run_1/clock_nets.png
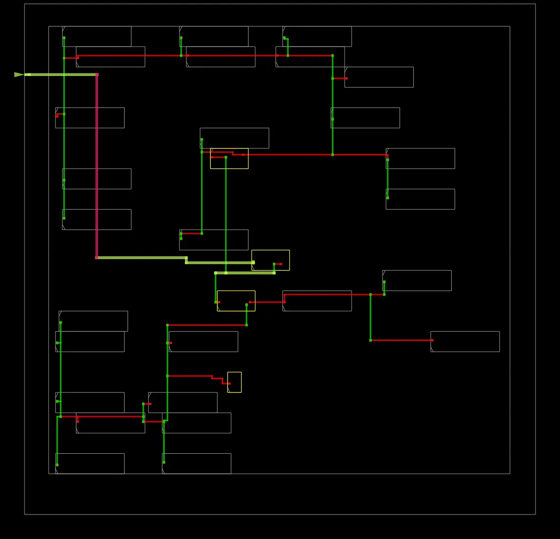
run_1/gates.png
Scale: 6 px per um.
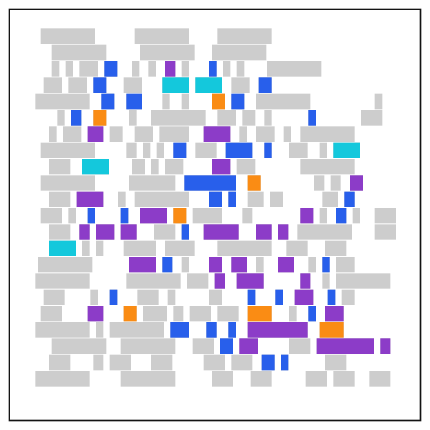
run_1/pinout.png
Scale: 6 px per um. Pins as bars across the die edge, other pins in gray.
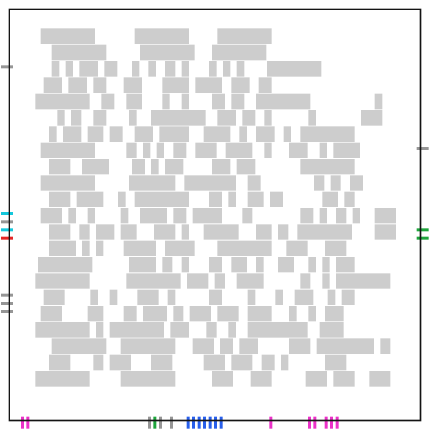
### src/rtl/bms_pkg.sv
// Shared battery-management types: session states, fault codes, thresholds.
package bms_pkg;

  typedef enum logic [2:0] {
    ST_IDLE     = 3'd0,
    ST_DEBOUNCE = 3'd1,
    ST_FAST     = 3'd2,
    ST_SLOW     = 3'd3,
    ST_PAUSE    = 3'd4,
    ST_DONE     = 3'd5,
    ST_FAULT    = 3'd6
  } state_e;

  localparam logic [1:0] FC_NONE       = 2'd0;
  localparam logic [1:0] FC_OVERCHARGE = 2'd1;
  localparam logic [1:0] FC_MOISTURE   = 2'd2;
  localparam logic [1:0] FC_TIMEOUT    = 2'd3;

  localparam int FAST_LIMIT_DEF  = 80;
  localparam int FULL_LEVEL_DEF  = 100;
  localparam int TEMP_HOT_DEF    = 45;
  localparam int TEMP_RESUME_DEF = 40;

  function automatic state_e level_state(
    input logic [7:0] lvl,
    input logic [7:0] fast_lim,
    input logic [7:0] full
  );
    if (lvl >= full)
      return ST_DONE;
    if (lvl < fast_lim)
      return ST_FAST;
    return ST_SLOW;
  endfunction

endpackage

### src/rtl/charge_debounce.sv
// Plug debounce: counts consecutive plugged cycles while enabled.
module charge_debounce #(
  parameter int CYC = 16
) (
  input  logic clk,
  input  logic reset,
  input  logic en,
  input  logic plugged,
  output logic stable
);

  localparam int W = (CYC > 1) ? $clog2(CYC) : 1;
  localparam logic [W-1:0] LAST = W'(CYC - 1);

  logic [W-1:0] cnt;

  always_ff @(posedge clk or posedge reset) begin
    if (reset)
      cnt <= '0;
    else if (!en || !plugged)
      cnt <= '0;
    else if (cnt != LAST)
      cnt <= cnt + 1'b1;
  end

  assign stable = plugged && (cnt == LAST);

endmodule

### src/rtl/charge_sequencer.sv
// Charge-session FSM with thermal pause, timeout and fault latch.
// Optional soft-start on FAST entry: define CHARGE_SOFTSTART_EN.
module charge_sequencer
  import bms_pkg::*;
#(
  parameter int DEBOUNCE_CYC  = 16,
  parameter int FAST_LIMIT    = FAST_LIMIT_DEF,
  parameter int FULL_LEVEL    = FULL_LEVEL_DEF,
  parameter int TEMP_HOT      = TEMP_HOT_DEF,
  parameter int TEMP_RESUME   = TEMP_RESUME_DEF,
  parameter int TIMEOUT_CYC   = 4096
`ifdef CHARGE_SOFTSTART_EN
  ,
  parameter int SOFTSTART_CYC = 8
`endif
) (
  input  logic       clk,
  input  logic       reset,
  input  logic       charger_plugged,
  input  logic [7:0] battery_level,
  input  logic [6:0] temperature,
  input  logic       moisture_ok,
  input  logic       overcharge_alert,
  output logic       charge_en,
  output logic       fast_mode,
  output logic       cooling_fan,
  output logic [2:0] phase,
  output logic       fault,
  output logic [1:0] fault_code,
  output logic       session_done
);

  localparam logic [7:0] FAST_L = 8'(FAST_LIMIT);
  localparam logic [7:0] FULL_L = 8'(FULL_LEVEL);
  localparam logic [6:0] T_HOT  = 7'(TEMP_HOT);
  localparam logic [6:0] T_RES  = 7'(TEMP_RESUME);
  localparam int TW = $clog2(TIMEOUT_CYC + 1);
  localparam logic [TW-1:0] TO_LAST = TW'(TIMEOUT_CYC - 1);
  localparam logic [TW-1:0] TO_MAX  = TW'(TIMEOUT_CYC);

  state_e state, nxt;
  logic [TW-1:0] tcnt;
  logic [7:0] lvl;
  logic [1:0] cause;
  logic charging, to_hit, hot, cool;
  logic stable, cause_clear, fast_nxt;

  charge_debounce #(.CYC(DEBOUNCE_CYC)) u_deb (
    .clk     (clk),
    .reset   (reset),
    .en      (state == ST_IDLE || state == ST_DEBOUNCE),
    .plugged (charger_plugged),
    .stable  (stable)
  );

  assign lvl      = (battery_level > FULL_L) ? FULL_L : battery_level;
  assign charging = (state == ST_FAST) || (state == ST_SLOW);
  assign to_hit   = charging && (tcnt == TO_LAST);
  assign hot      = temperature > T_HOT;
  assign cool     = temperature <= T_RES;
  assign phase    = state;

  always_comb begin
    cause = FC_NONE;
    if (overcharge_alert)
      cause = FC_OVERCHARGE;
    else if (!moisture_ok)
      cause = FC_MOISTURE;
    else if (to_hit)
      cause = FC_TIMEOUT;
  end

  // Only the latched cause has to clear; a timeout needs unplug alone.
  always_comb begin
    cause_clear = 1'b1;
    unique case (fault_code)
      FC_OVERCHARGE: cause_clear = !overcharge_alert;
      FC_MOISTURE:   cause_clear = moisture_ok;
      default:       cause_clear = 1'b1;
    endcase
  end

  always_comb begin
    nxt = state;
    unique case (state)
      ST_IDLE:
        if (charger_plugged) nxt = ST_DEBOUNCE;
      ST_DEBOUNCE:
        if (!charger_plugged) nxt = ST_IDLE;
        else if (stable) nxt = level_state(lvl, FAST_L, FULL_L);
      ST_FAST:
        if (!charger_plugged) nxt = ST_IDLE;
        else if (hot) nxt = ST_PAUSE;
        else if (lvl >= FAST_L) nxt = ST_SLOW;
      ST_SLOW:
        if (!charger_plugged) nxt = ST_IDLE;
        else if (hot) nxt = ST_PAUSE;
        else if (lvl >= FULL_L) nxt = ST_DONE;
      ST_PAUSE:
        if (!charger_plugged) nxt = ST_IDLE;
        else if (cool) nxt = level_state(lvl, FAST_L, FULL_L);
      ST_DONE:
        if (!charger_plugged) nxt = ST_IDLE;
      ST_FAULT:
        if (!charger_plugged && cause_clear) nxt = ST_IDLE;
      default:
        nxt = ST_IDLE;
    endcase
    if (state != ST_IDLE && state != ST_FAULT && cause != FC_NONE)
      nxt = ST_FAULT;
  end

`ifdef CHARGE_SOFTSTART_EN
  localparam int SW = $clog2(SOFTSTART_CYC + 2);
  localparam logic [SW-1:0] SS_CYC = SW'(SOFTSTART_CYC);
  localparam logic [SW-1:0] SS_LIM = SW'(SOFTSTART_CYC + 1);

  logic [SW-1:0] ss_cnt, ss_idx;

  // ss_idx is the 1-based FAST cycle about to start.
  assign ss_idx   = (state == ST_FAST) ? ss_cnt + 1'b1 : SW'(1);
  assign fast_nxt = (nxt == ST_FAST) && (ss_idx > SS_CYC);

  always_ff @(posedge clk or posedge reset) begin
    if (reset)
      ss_cnt <= '0;
    else if (nxt != ST_FAST)
      ss_cnt <= '0;
    else
      ss_cnt <= (ss_idx > SS_LIM) ? SS_LIM : ss_idx;
  end
`else
  assign fast_nxt = (nxt == ST_FAST);
`endif

  always_ff @(posedge clk or posedge reset) begin
    if (reset) begin
      state        <= ST_IDLE;
      tcnt         <= '0;
      charge_en    <= 1'b0;
      fast_mode    <= 1'b0;
      cooling_fan  <= 1'b0;
      fault        <= 1'b0;
      fault_code   <= FC_NONE;
      session_done <= 1'b0;
    end else begin
      state <= nxt;
      if (state == ST_IDLE)
        tcnt <= '0;
      else if (charging && tcnt != TO_MAX)
        tcnt <= tcnt + 1'b1;
      charge_en    <= (nxt == ST_FAST) || (nxt == ST_SLOW);
      fast_mode    <= fast_nxt;
      cooling_fan  <= (nxt == ST_PAUSE) ||
                      ((nxt == ST_FAST) && (temperature > T_RES));
      fault        <= (nxt == ST_FAULT);
      fault_code   <= (nxt != ST_FAULT) ? FC_NONE :
                      (state == ST_FAULT) ? fault_code : cause;
      session_done <= (nxt == ST_DONE) && (state != ST_DONE);
    end
  end

endmodule

### config.mk
export PLATFORM = sky130hd
export DESIGN_NAME = charge_sequencer
export DESIGN_NICKNAME = d
export VERILOG_FILES = /design/src/rtl/bms_pkg.sv /design/src/rtl/charge_debounce.sv /design/src/rtl/charge_sequencer.sv
export SDC_FILE = /design/constraint.sdc
export NUM_CORES = 1
export LEC_CHECK = 0
export ABC_CLOCK_PERIOD_IN_PS = 4100
export CELL_PAD_IN_SITES_DETAIL_PLACEMENT = 1
export CELL_PAD_IN_SITES_GLOBAL_PLACEMENT = 1
export CORE_MARGIN = 3
export CORE_UTILIZATION = 43
export DETAILED_ROUTE_END_ITERATION = 7
export GPL_ROUTABILITY_DRIVEN = 0
export PLACE_DENSITY_LB_ADDON = 0.15
export SLEW_MARGIN = 10
export SYNTH_ARGS = -nofsm -noshare
export SYNTH_HDL_FRONTEND = slang
export SYNTH_SLANG_ARGS = --single-unit
### constraint.sdc
create_clock -name clk -period 4.1 [get_ports clk]
set_clock_uncertainty 0.2 [all_clocks]
set_input_delay 0.82 -clock clk [delete_from_list [all_inputs] [get_ports clk]]
set_output_delay 0.82 -clock clk [all_outputs]
set_load 0.005 [all_outputs]
==> flow.log, run 1 <==
[flow] collecting metrics
[metrics] share of synthesized registers carrying an async set or reset: 100.0%
[metrics] count of vias placed by the detailed router: 1,377
[metrics] initial standard-cell utilization of the core: 45.22%
[metrics] number of instances on the worst hold path: 2
[metrics] half-perimeter wire length after placement: 3191 um
[metrics] Net Sw Frac: 39.78%
[metrics] max-cap viol count: 0
[metrics] cell-by-cell listing of the critical path: clkdlybuf4s50_1 > o311ai_4 > a21oi_1 > o32ai_1 > nand3_1 > a211oi_1
[metrics] power attributed to sequential cells: 0.000398 W
[metrics] required time worst endpoint: 4.08 ns
[metrics] Worst Tran Pin Value: 1.045 ns
[metrics] cell type with the highest aggregate area in the netlist: sky130_fd_sc_hd__dfrtp_1
[metrics] family with the most delay on the worst path: AND-OR/OR-AND gates
[metrics] EDFF count, synth: 0
[metrics] crit end category: register
[metrics] share of total power in sequential cells: 40.3%
[metrics] Post-CTS Repair Setup Buffers: 0
[metrics] layout cell share with drive strength beyond 1: 11.17%
[metrics] Max rail drop VDD: 0.2828 mV
[metrics] final number of hold-violating endpoints: 0
[metrics] internal power component: 0.0005941 W
[metrics] fmax: 379.6 MHz
[metrics] Endpoint, Worst Hold: tcnt[12]
[metrics] largest driver fanout on the critical path: 4
[metrics] latest clock arrival within the worst-skew pair: 0.27 ns
[metrics] std cell rows: 22
[metrics] origin of the critical flop-to-flop path: phase[1]
[metrics] layout overhead on the synthesized area: 21.46%
[metrics] kind of path behind the tightest hold check: register to register
[metrics] area of the core: 3689 um2
[metrics] slowest stage cell, crit path: sky130_fd_sc_hd__clkdlybuf4s50_1
[metrics] R2R cell count: 5
[metrics] nature of the critical path startpoint: input port
[metrics] CTS Buf Count: 3
[metrics] Antenna Nets Post-Route: 0
[metrics] area share of the leading cell type in the synthesized netlist: 40.51%
[metrics] Chip Area, Yosys: 1668 um2
[metrics] Distinct lib cells used: 48
[metrics] endpoint arrival time on the critical path: 2.61 ns
[metrics] Net Switching: 0.0003924 W
[metrics] clock network fraction of design power: 15.1%
[metrics] reg-to-reg critical path endpoint: session_done
[metrics] residual DRC count: 0
[metrics] total clock network power: 0.000149 W
[metrics] mean instance size in the synthesized netlist: 9.869 um2
[metrics] ys cells: 169
[metrics] Critical Path Sink: cooling_fan
[metrics] number of logged tool warnings: 30
[metrics] count of pins over their slew limit: 0
[metrics] min Tclk post-route: 2.634 ns
[metrics] maximum number of pins on one net before global-route repair: 28
[metrics] type of the worst setup path: input port to register
[metrics] proportion of power drawn by combinational gates: 44.6%
[metrics] Vias/cell: 5.620
[metrics] Power Density: 487.0 nW/um2
[metrics] Top pwr grp: combinational cells
[metrics] buffering stage count on the worst path with inverters included: 1
[metrics] hold buffer count at cts: 0
[metrics] detail-routed net length per standard cell: 16.87 um
[metrics] yosys warns: 0
[metrics] number of global-route vias before repair: 1,451
[metrics] TritonCTS clock tree: built
[metrics] # nets final: 223
[metrics] clock sink count: 27
[metrics] Critical Path Start: battery_level[4]
[metrics] post-synthesis net count: 194
[metrics] grt ovf: 0
[metrics] global routing usage summed across all routing layers: 19.92%
[metrics] iteration count of the initial detailed-routing pass: 4
[metrics] most common flop cell mapped by yosys: sky130_fd_sc_hd__dfrtp_1
[metrics] Crit. path cell count: 6
[metrics] register clock-pin slew on the reported worst setup and hold paths: 0.09 ns
[metrics] P_comb: 0.000440 W
[metrics] worst-case register-to-register setup slack: 1.79 ns
[metrics] slowest cell delay on critical path: 0.46 ns
[metrics] post-layout utilization of the core: 54.92%
[metrics] number of resized instances in the post-cts repair step: 0
[metrics] Mapped Area: 1668 um2
[metrics] I/O Pins: 30
[metrics] Iteration-0 DRC Markers: 50
[metrics] number of levels in the clock H-tree: 1
[metrics] first-pass GRT wire length: 6948 um
[metrics] Top area cell types: sky130_fd_sc_hd__dfrtp_1 41%, sky130_fd_sc_hd__nor2_1 5.0%, sky130_fd_sc_hd__xor2_1 4.2%, sky130_fd_sc_hd__ha_1 3.8%, sky130_fd_sc_hd__nand2_1 3.4%
[metrics] clock tree buffer depth: 2
[metrics] share of synthesized area occupied by flip-flops and latches: 40.51%
[metrics] fraction of the cycle the final worst path needs: 64.25%
[metrics] Inserted Diodes: 0
[metrics] area of the die: 4662 um2
[metrics] number of antenna violations at the first check in global routing: 0
[metrics] total routed wirelength: 4132 um
[metrics] status: complete, no violations
[metrics] Slew headroom: 30.24%
[metrics] Setup violations, final: 0
[metrics] Worst Min Path Start: tcnt[12]
[metrics] accumulated negative setup slack: 0 ns
[metrics] Root Buffer Master: sky130_fd_sc_hd__clkbuf_8
[metrics] leakage power total: 0.8874 nW
[metrics] unrepaired setup endpoints after global routing: no
[metrics] Synth flops: 27
[metrics] count of mapped cells out of synthesis: 169
## Picture notes: clock_nets.png
clock buffer count in the final layout: 3
sequential cell count: 27

## Picture notes: gates.png
blue -> nand cells  # cells 33
orange -> and/or cells  # cells 7
cyan -> fa/ha/maj cells  # cells 5
purple -> aoi and oai cells  # cells 28
non-filler instance count after layout: 245
multi-input logic portion of the cell area: 45.46%

## Picture notes: pinout.png
green -> phase  # pins 3, direction output, edge 2 right, 1 bottom
magenta -> battery_level  # pins 8, direction input, edge bottom
blue -> temperature  # pins 7, direction input, edge bottom
red -> moisture_ok  # pins 1, direction input, edge left
cyan -> fault_code  # pins 2, direction output, edge left
all pins by edge = 19 bottom, 8 left, 3 right
count of input and output buffers: 27
die height: 68.28 um
chip width: 68.28 um

-- run 1: tightest hold or removal path, cell delays in order, from the launching register on --
cell and delay, ns:
sky130_fd_sc_hd__dfrtp_1 0.38, sky130_fd_sc_hd__xnor2_1 0.13, sky130_fd_sc_hd__nor2_1 0.04
-- run 1: cell families after synthesis --
family          share of synthesized area [%]
fa+ha+maj                               3.751
simple gates                            25.66
buf+inv                                 4.276
flops                                   40.51
xor+xnor                                6.827
compound gates                          18.38
mux                                    0.6002
-- run 1: through the flow --
| stage | std cells | worst slack, ns | hold slack, ns | power, W | area [um2] |
|---|---|---|---|---|---|
| 2_1_floorplan | 169 | 1.902 | 0.3153 | 0.0006827 | 1668 |
| 3_3_place_gp | 241 | 1.249 | 0.3433 | 0.0008194 | 1979 |
| 3_5_place_dp | 241 | 1.194 | 0.3532 | 0.0008412 | 1979 |
| 4_1_cts | 245 | 1.460 | 0.3762 | 0.0009970 | 2026 |
| 5_1_grt | 245 | 1.315 | 0.4152 | 0.001067 | 2026 |
| 6_report | 245 | 1.466 | 0.3728 | 0.0009865 | 2026 |
-- run 1: metal layers --
metal | track usage, % | wire [um] | share of wire [%] | up-vias
met5 | 0 | 0 | 0 | -
met2 | 34.54 | 2190 | 53 | 16
met1 | 25.74 | 1843 | 45 | 693
met3 | 2.791 | 74 | 1.8 | 2
met4 | 5.459 | 24 | 0.58 | 0
li1 | - | - | - | 666
-- run 1: cell usage in the layout (no fill, tap or decap), types with 4 or more instances in the layout --
master,n
sky130_fd_sc_hd__xor2_1,8
sky130_fd_sc_hd__ha_1,5
sky130_fd_sc_hd__and3_1,4
sky130_fd_sc_hd__nand2_1,15
sky130_fd_sc_hd__xnor2_1,5
sky130_fd_sc_hd__a21oi_1,4
sky130_fd_sc_hd__inv_1,12
sky130_fd_sc_hd__nor3_1,5
sky130_fd_sc_hd__dfrtp_1,27
sky130_fd_sc_hd__nor2_1,22
sky130_fd_sc_hd__nand4_1,7
sky130_fd_sc_hd__nand3_1,5
sky130_fd_sc_hd__nor4_1,4
sky130_fd_sc_hd__clkdlybuf4s50_1,27
-- run 1: Yosys cell counts (all sizes together) (4+ instances only) --
cell type  number
dfrtp          27
nor2           22
nand2          15
inv            12
nand4           8
xor2            8
a211oi          5
a21oi           5
and3            5
ha              5
nand3           5
nor3            5
nor4            5
xnor2           5
a31oi           4
-- run 1: layout make-up --
| class | count | area [um2] |
|---|---|---|
| timing repair buffer | 28 | 277.8 |
| multi-input combinational | 126 | 920.9 |
| sequential | 27 | 675.6 |
| tap | 48 | 60.06 |
| clock inverter | 1 | 5.005 |
| inverter | 12 | 45.04 |
| clock buffer | 3 | 41.29 |
| fill | 439 | 1663 |
-- run 1: state kept, by name, summed over array words and instances (netlist names) --
| name | cells |
|---|---|
| cooling_fan | 1 |
| charge_en | 1 |
| session_done | 1 |
| fault | 1 |
| fast_mode | 1 |
| fault_code | 2 |
| tcnt | 13 |
| u_deb.cnt | 4 |
| phase | 3 |
run_1/clock_wires.png
Scale: 6 px per um.
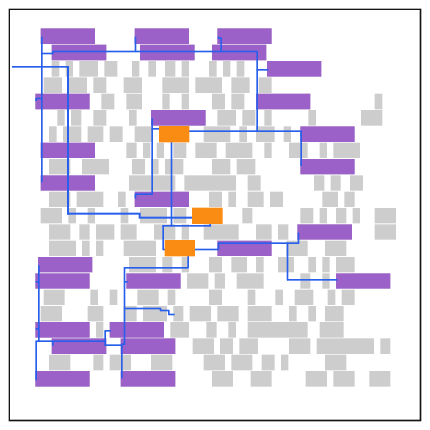

==> run 2, diff against run 1 <==
ABC_CLOCK_PERIOD_IN_PS = 2650   (was 4100)
CORE_UTILIZATION = 40   (was 43)
clock period = 2.65 ns   (was 4.1 ns; I/O delays follow)
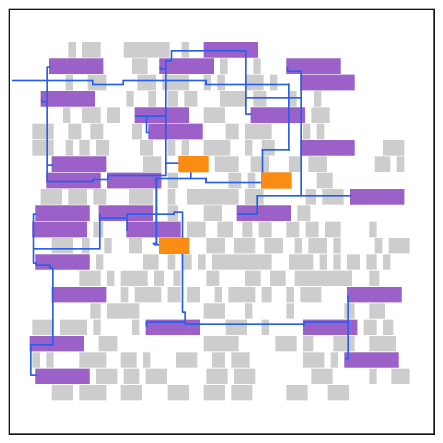
run_2/clock_wires.png
Scale: 6 px per um.
orange -> clock-net drivers  # count 3
purple -> flip-flops  # count 27
blue -> clock wires  # length 398 um
routed clock nets = 4
flops lie = widely spread
total clock network power: 0.000243 W
clock network fraction of design power: 15.6%
latest clock arrival within the worst-skew pair: 0.28 ns

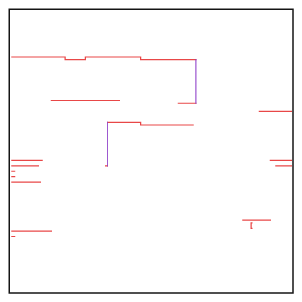
run_2/layers.png
Scale: 4 px per um. Two of the layers only.
purple -> M4  # wire length 21.8 um
red -> M3  # wire length 151 um
total routed wirelength: 4438 um
count of vias placed by the detailed router: 1,406
detail-routed net length per standard cell: 17.97 um

==> run 2 against run 1 <==
Effect of this change:
- power increased by 58%
- largest power group unchanged
- sequential share of layout area decreased by 0.25 points
- synthesized area unchanged
- routed wire length increased by 7.4%
- via count increased by 2.1%
- critical path depth unchanged
- first-iteration DRC count increased by 8.0%
- critical endpoint is now session_done
- critical path type unchanged
- synthesized cell count unchanged
- flip-flop count unchanged
==> flow.log, run 2 <==
[flow] collecting metrics
[metrics] clock tree buffer depth: 2
[metrics] slowest cell delay on critical path: 0.44 ns
[metrics] accumulated negative setup slack: 0 ns
[metrics] initial standard-cell utilization of the core: 43.59%
[metrics] min Tclk post-route: 2.336 ns
[metrics] count of input and output buffers: 27
[metrics] nature of the critical path startpoint: input port
[metrics] count of pins over their slew limit: 0
[metrics] Power Density: 763.3 nW/um2
[metrics] most common flop cell mapped by yosys: sky130_fd_sc_hd__dfrtp_1
[metrics] type of the worst setup path: input port to register
[metrics] Worst Min Path Start: fault_code[1]
[metrics] Post-CTS Repair Setup Buffers: 0
[metrics] Placed Area: 1994 um2
[metrics] post-layout utilization of the core: 53.34%
[metrics] TritonCTS clock tree: built
[metrics] std cell rows: 22
[metrics] ys cells: 169
[metrics] number of antenna violations at the first check in global routing: 0
[metrics] number of resized instances in the post-cts repair step: 0
[metrics] Distinct lib cells used: 48
[metrics] first-pass GRT wire length: 7624 um
[metrics] global routing usage summed across all routing layers: 18.86%
[metrics] area of the die: 4980 um2
[metrics] maximum number of pins on one net before global-route repair: 28
[metrics] number of global-route vias before repair: 1,571
[metrics] Critical Path Start: temperature[1]
[metrics] Root Buffer Master: sky130_fd_sc_hd__clkbuf_8
[metrics] layout cell share with drive strength beyond 1: 12.06%
[metrics] max FFs per register: 13
[metrics] status: complete, no violations
[metrics] residual DRC count: 0
[metrics] grt ovf: 0
[metrics] fmax: 428.2 MHz
[metrics] register clock-pin slew on the reported worst setup and hold paths: 0.09 ns
[metrics] Top area cell types: sky130_fd_sc_hd__dfrtp_1 41%, sky130_fd_sc_hd__nor2_1 5.0%, sky130_fd_sc_hd__xor2_1 4.2%, sky130_fd_sc_hd__ha_1 3.8%, sky130_fd_sc_hd__nand2_1 3.4%
[metrics] layout overhead on the synthesized area: 22.36%
[metrics] crit end category: register
[metrics] number of levels in the clock H-tree: 1
[metrics] chip width: 70.57 um
[metrics] post-route total power: 0.001558 W
[metrics] Synth flops: 27
[metrics] Vias/cell: 5.692
[metrics] Inserted Diodes: 0
[metrics] cell type with the highest aggregate area in the netlist: sky130_fd_sc_hd__dfrtp_1
[metrics] Chip Area, Yosys: 1668 um2
[metrics] commonest cells in the synthesized netlist: 27 x sky130_fd_sc_hd__dfrtp_1, 22 x sky130_fd_sc_hd__nor2_1, 15 x sky130_fd_sc_hd__nand2_1
[metrics] hold buffer count at cts: 0
[metrics] area share of the leading cell type in the synthesized netlist: 40.51%
[metrics] Worst Tran Pin Value: 0.5185 ns
[metrics] area of the core: 3826 um2
[metrics] EDFF count, synth: 0
[metrics] CTS Buf Count: 3
[metrics] Antenna Nets Post-Route: 0
[metrics] final number of hold-violating endpoints: 0
[metrics] slowest stage cell, crit path: sky130_fd_sc_hd__clkdlybuf4s50_1
[metrics] post-synthesis net count: 194
[metrics] leakage power total: 0.8970 nW
[metrics] Yosys top cell by instances: sky130_fd_sc_hd__dfrtp_1
[metrics] Iteration-0 DRC Markers: 54
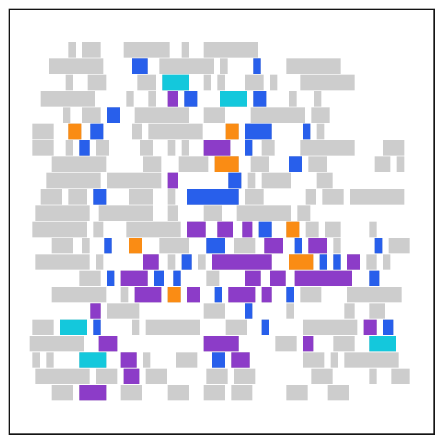
run_2/gates.png
Scale: 6 px per um.
orange -> and/or cells  # cells 7, where center
purple -> aoi and oai cells  # cells 28
blue -> nand cells  # cells 33
cyan -> fa/ha/maj cells  # cells 5
multi-input logic portion of the cell area: 45.13%
non-filler instance count after layout: 247

[run 2: routing by layer]
| layer | global-route usage, % | vias up | share of wire, % |
|---|---|---|---|
| met5 | 0 | - | 0 |
| met4 | 3.758 | 0 | 0.47 |
| met3 | 4.545 | 4 | 3.4 |
| met2 | 33.26 | 20 | 53 |
| met1 | 23.63 | 715 | 43 |
| li1 | - | 667 | - |
[run 2: area by class of cell]
| type | instances | area, um2 |
|---|---|---|
| clock buffer | 3 | 41.29 |
| clock inverter | 1 | 5.005 |
| fill | 429 | 1785 |
| inverter | 12 | 45.04 |
| multi-input combinational | 126 | 920.9 |
| sequential | 27 | 675.6 |
| tap | 48 | 60.06 |
| timing repair buffer | 30 | 292.8 |
[run 2: path summary, 6_finish.rpt]
| kind | to | slack (ns) | depth (start not counted) |
|---|---|---|---|
| max | session_done | 0.31 | 6 |
| max reg2reg | session_done | 0.44 | 6 |
| max in group asynchronous | cooling_fan | 1.57 | 3 |
| min reg2reg | fault_code[1] | 0.38 | 2 |
| min in group asynchronous | u_deb.cnt[2] | 0.41 | 3 |
| min | fault_code[1] | 0.38 | 2 |
[run 2: metrics by stage]
step / setup WS [ns] / hold WS [ns] / std cells
finish: 0.3145 / 0.3833 / 247
CTS: 0.3052 / 0.3877 / 247
global placement: 0.1121 / 0.3388 / 243
global route: 0.1290 / 0.4183 / 247
detailed placement: 0.03124 / 0.3606 / 243
floorplan: 0.7120 / 0.3153 / 169
[run 2: cell families (layout without fill, tap and decap cells)]
kind of cell	count (synthesis)	after routing	share of synthesized area, %
flip-flops	27	27	40.51
adder cells (fa/ha/maj)	5	5	3.751
buffers and inverters	16	46	4.276
AND/OR/NAND/NOR	76	76	25.66
multiplexers	1	1	0.6002
XOR/XNOR	13	13	6.827
AND-OR/OR-AND	31	31	18.38
[run 2: worst max-delay path, delay by kind of cell]
| family | cells | cell delay, ns |
|---|---|---|
| AND-OR/OR-AND | 3 | 0.97 |
| AND/OR/NAND/NOR | 2 | 0.41 |
| buffers and inverters | 1 | 0.44 |
[run 2: power breakdown]
part	switching, W	internal, W	leakage (nW)
clock network	0.000137	0.000106	0.0255
logic	0.000377	0.000339	0.507
registers	0.000114	0.000486	0.365
run_2/pinout.png
Scale: 6 px per um. Pins as bars across the die edge, other pins in gray.
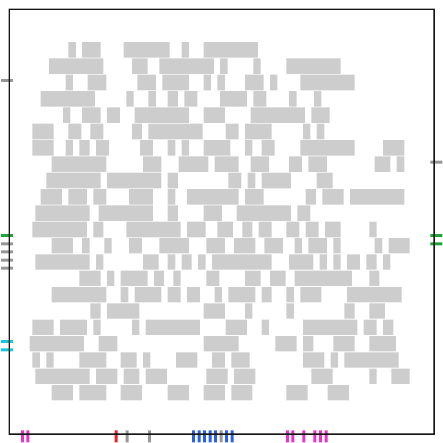

==> run 3, diff against run 2 <==
ABC_AREA = 1   (was unset)
CORE_ASPECT_RATIO = 2   (was unset)
CORE_UTILIZATION = 38   (was 40)
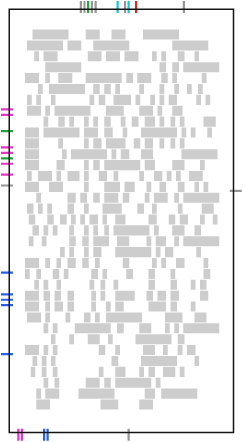
run_3/pinout.png
Scale: 4 px per um. Pins as bars across the die edge, other pins in gray.
blue -> temperature  # pins 7, direction input, edge 5 left, 2 bottom
green -> phase  # pins 3, direction output, edge 2 left, 1 top
magenta -> battery_level  # pins 8, direction input, edge 6 left, 2 bottom
cyan -> fault_code  # pins 2, direction output, edge top
red -> moisture_ok  # pins 1, direction input, edge top
all pins by edge = 14 left, 10 top, 5 bottom, 1 right
chip width: 55.71 um
die height: 105.4 um

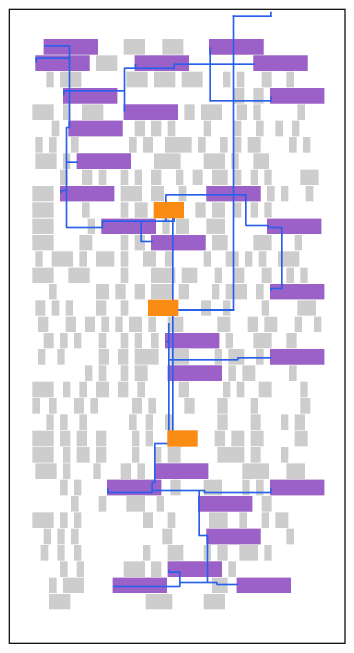
run_3/clock_wires.png
Scale: 6 px per um.
purple -> flip-flops  # count 27
blue -> clock wires  # length 412 um
orange -> clock-net drivers  # count 3
routed clock nets = 4
clock network fraction of design power: 14.5%
total clock network power: 0.000251 W
latest clock arrival within the worst-skew pair: 0.29 ns

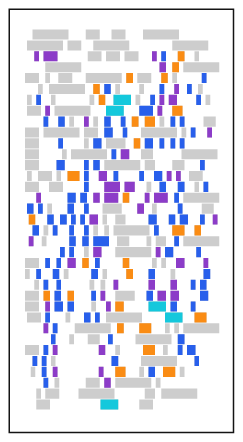
run_3/gates.png
Scale: 4 px per um.
blue -> nand cells  # cells 103
cyan -> fa/ha/maj cells  # cells 5
orange -> aoi and oai cells  # cells 27
purple -> nor cells  # cells 45
most frequent logic cell in the layout: sky130_fd_sc_hd__nand2_1
non-filler instance count after layout: 357
multi-input logic portion of the cell area: 42.99%

==> run 3 against run 2 <==
Effect of this change:
- setup slack better by 0.17 ns
- clock power up 3%
- critical path type is now register to output port
- via count increased by 34%
- die area increased by 18%
- first-iteration DRC count decreased by 39%
- largest cell class unchanged
- cell count is 45% higher
- flip-flop count unchanged
==> flow.log, run 3 <==
[flow] collecting metrics
[metrics] status: complete, no violations
[metrics] Vias/cell: 5.275
[metrics] most common flop cell mapped by yosys: sky130_fd_sc_hd__dfrtp_1
[metrics] crit end category: output port
[metrics] unrepaired setup endpoints after global routing: no
[metrics] Inserted Diodes: 0
[metrics] global routing usage summed across all routing layers: 19.31%
[metrics] cell count after placement: 353
[metrics] post-route total power: 0.001728 W
[metrics] post-layout utilization of the core: 48.57%
[metrics] Mapped Area: 1878 um2
[metrics] met1 usage: 18.05%
[metrics] max-cap viol count: 0
[metrics] final number of hold-violating endpoints: 0
[metrics] clock tree buffer depth: 2
[metrics] count of vias placed by the detailed router: 1,883
[metrics] slowest cell delay on critical path: 0.60 ns
[metrics] EDFF count, synth: 0
[metrics] Gate Area: 978.4 um2
[metrics] family with the most delay on the worst path: buffers and inverters
[metrics] worst-case register-to-register setup slack: 0.55 ns
[metrics] Slew headroom: 68.07%
[metrics] count of pins over their slew limit: 0
[metrics] leakage power total: 1.122 nW
[metrics] hold buffer count at cts: 0
[metrics] number of levels in the clock H-tree: 1
[metrics] iteration count of the initial detailed-routing pass: 4
[metrics] count of input and output buffers: 27
[metrics] std cell rows: 35
[metrics] half-perimeter wire length after placement: 4391 um
[metrics] R2R cell count: 10
[metrics] cell-by-cell listing of the critical path: clkdlybuf4s50_1
[metrics] met3 usage: 1.103%
[metrics] Setup violations, final: 0
[metrics] yosys warns: 0
[metrics] kind of path behind the tightest hold check: register to register
[metrics] largest driver fanout on the critical path: 9
[metrics] global routing's busiest layer: met2
[metrics] residual DRC count: 0
[metrics] number of antenna violations at the first check in global routing: 0
[metrics] slowest stage cell, crit path: sky130_fd_sc_hd__clkdlybuf4s50_1
[metrics] Root Buffer Master: sky130_fd_sc_hd__clkbuf_8
[metrics] GR met2 Demand/Resource: 39.58%
[metrics] number of resized instances in the post-cts repair step: 0
[metrics] fraction of the cycle the final worst path needs: 81.77%
[metrics] Synth flops: 27
[metrics] final instance area: 2276 um2
[metrics] Post-CTS Repair Setup Buffers: 0
[metrics] number of instances on the worst hold path: 1
[metrics] detail-routed net length per standard cell: 14.80 um
[metrics] accumulated negative setup slack: 0 ns
[metrics] TritonCTS clock tree: built
[metrics] Top area cell types: sky130_fd_sc_hd__dfrtp_1 36%, sky130_fd_sc_hd__nand2_1 12%, sky130_fd_sc_hd__inv_1 10%, sky130_fd_sc_hd__nand3_1 7.5%, sky130_fd_sc_hd__nor2_1 4.8%
[metrics] cell type with the highest aggregate area in the netlist: sky130_fd_sc_hd__dfrtp_1
[metrics] Power Density: 759.0 nW/um2
[metrics] buffering stage count on the worst path with inverters included: 1
[metrics] Worst Min Path Start: u_deb.cnt[2]
[metrics] first-pass GRT wire length: 8970 um
[metrics] area share of the leading cell type in the synthesized netlist: 35.98%
[metrics] Antenna Nets Post-Route: 0
[metrics] I/O Pins: 30
[metrics] number of logged tool warnings: 30
[metrics] Iteration-0 DRC Markers: 33
[metrics] maximum number of pins on one net before global-route repair: 28
[metrics] grt ovf: 0
[metrics] Most flops, register: tcnt
[metrics] reg-to-reg critical path endpoint: tcnt[10]
[metrics] Worst Tran Pin Value: 0.4746 ns
[metrics] layout cell share with drive strength beyond 1: 11.92%
[metrics] endpoint arrival time on the critical path: 1.44 ns
[metrics] ys cells: 270
[metrics] Max rail drop VDD: 0.5640 mV
[metrics] count of mapped cells out of synthesis: 270
[metrics] Chip Area, Yosys: 1878 um2
[metrics] min Tclk post-route: 2.167 ns
[metrics] total routed wirelength: 5282 um
[metrics] register clock-pin slew on the reported worst setup and hold paths: 0.11 ns
[metrics] type of the worst setup path: register to output port
[metrics] area of the die: 5873 um2
[metrics] share of synthesized area occupied by flip-flops and latches: 35.98%
[metrics] max FFs per register: 13
[metrics] commonest cells in the synthesized netlist: 61 x sky130_fd_sc_hd__nand2_1, 50 x sky130_fd_sc_hd__inv_1, 28 x sky130_fd_sc_hd__nand3_1
[metrics] area of the core: 4686 um2
[metrics] share of synthesized registers carrying an async set or reset: 100.0%
[metrics] Yosys top cell by instances: sky130_fd_sc_hd__nand2_1
[metrics] Sequential cell area: 675.6 um2
[metrics] nature of the critical path startpoint: register
[metrics] Distinct lib cells used: 31
[metrics] required time worst endpoint: 1.92 ns
[metrics] clock sink count: 27
[run 3: report_power, final]
part	internal, W	leakage [nW]	total (W)	switching (W)
Sequential	0.000502	0.362	0.000595	0.0000929
Clock	0.000107	0.0217	0.000251	0.000144
Combinational	0.000343	0.739	0.000882	0.000539
Total	0.000952	1.12	0.00173	0.000775
[run 3: metrics by stage]
step                hold WS, ns  setup WS [ns]
finish                   0.3235         0.4830
global route             0.3532         0.3875
CTS                      0.3184         0.4822
detailed placement       0.3071         0.2729
global placement         0.3017         0.3024
floorplan                0.2647         0.9041
[run 3: layer usage]
metal	vias up	part of all wire (%)
met5	-	0
met4	0	3.9
met3	13	1.8
met2	30	60
met1	920	34
li1	920	-
[run 3: how the worst max path moves through the flow]
stage | endpoint | cells after the start
6_report | phase[0] | 1
4_1_cts | phase[0] | 1
2_1_floorplan | cooling_fan | 13
5_1_grt | cooling_fan | 13
3_3_place_gp | cooling_fan | 13
3_5_place_dp | cooling_fan | 13
[run 3: kinds of logic after synthesis]
group	share of synthesized area (%)
xor gates and xnor gates	1.865
and+or+nand+nor	37.04
DFF	35.98
AOI/OAI and AO/OA	9.860
buffers and inverters	11.93
adders and majority gates	3.331
[run 3: cell type report]
| type | instances | share of cell area, % |
|---|---|---|
| clock inverters | 1 | 0.3299 |
| clock buffers | 3 | 1.814 |
| inverters | 55 | 9.291 |
| well taps | 55 | 3.024 |
| flip-flops and latches | 27 | 29.69 |
| multi-input cells | 186 | 42.99 |
| repair buffers | 30 | 12.86 |
Power is estimated from default activity; no workload was simulated.
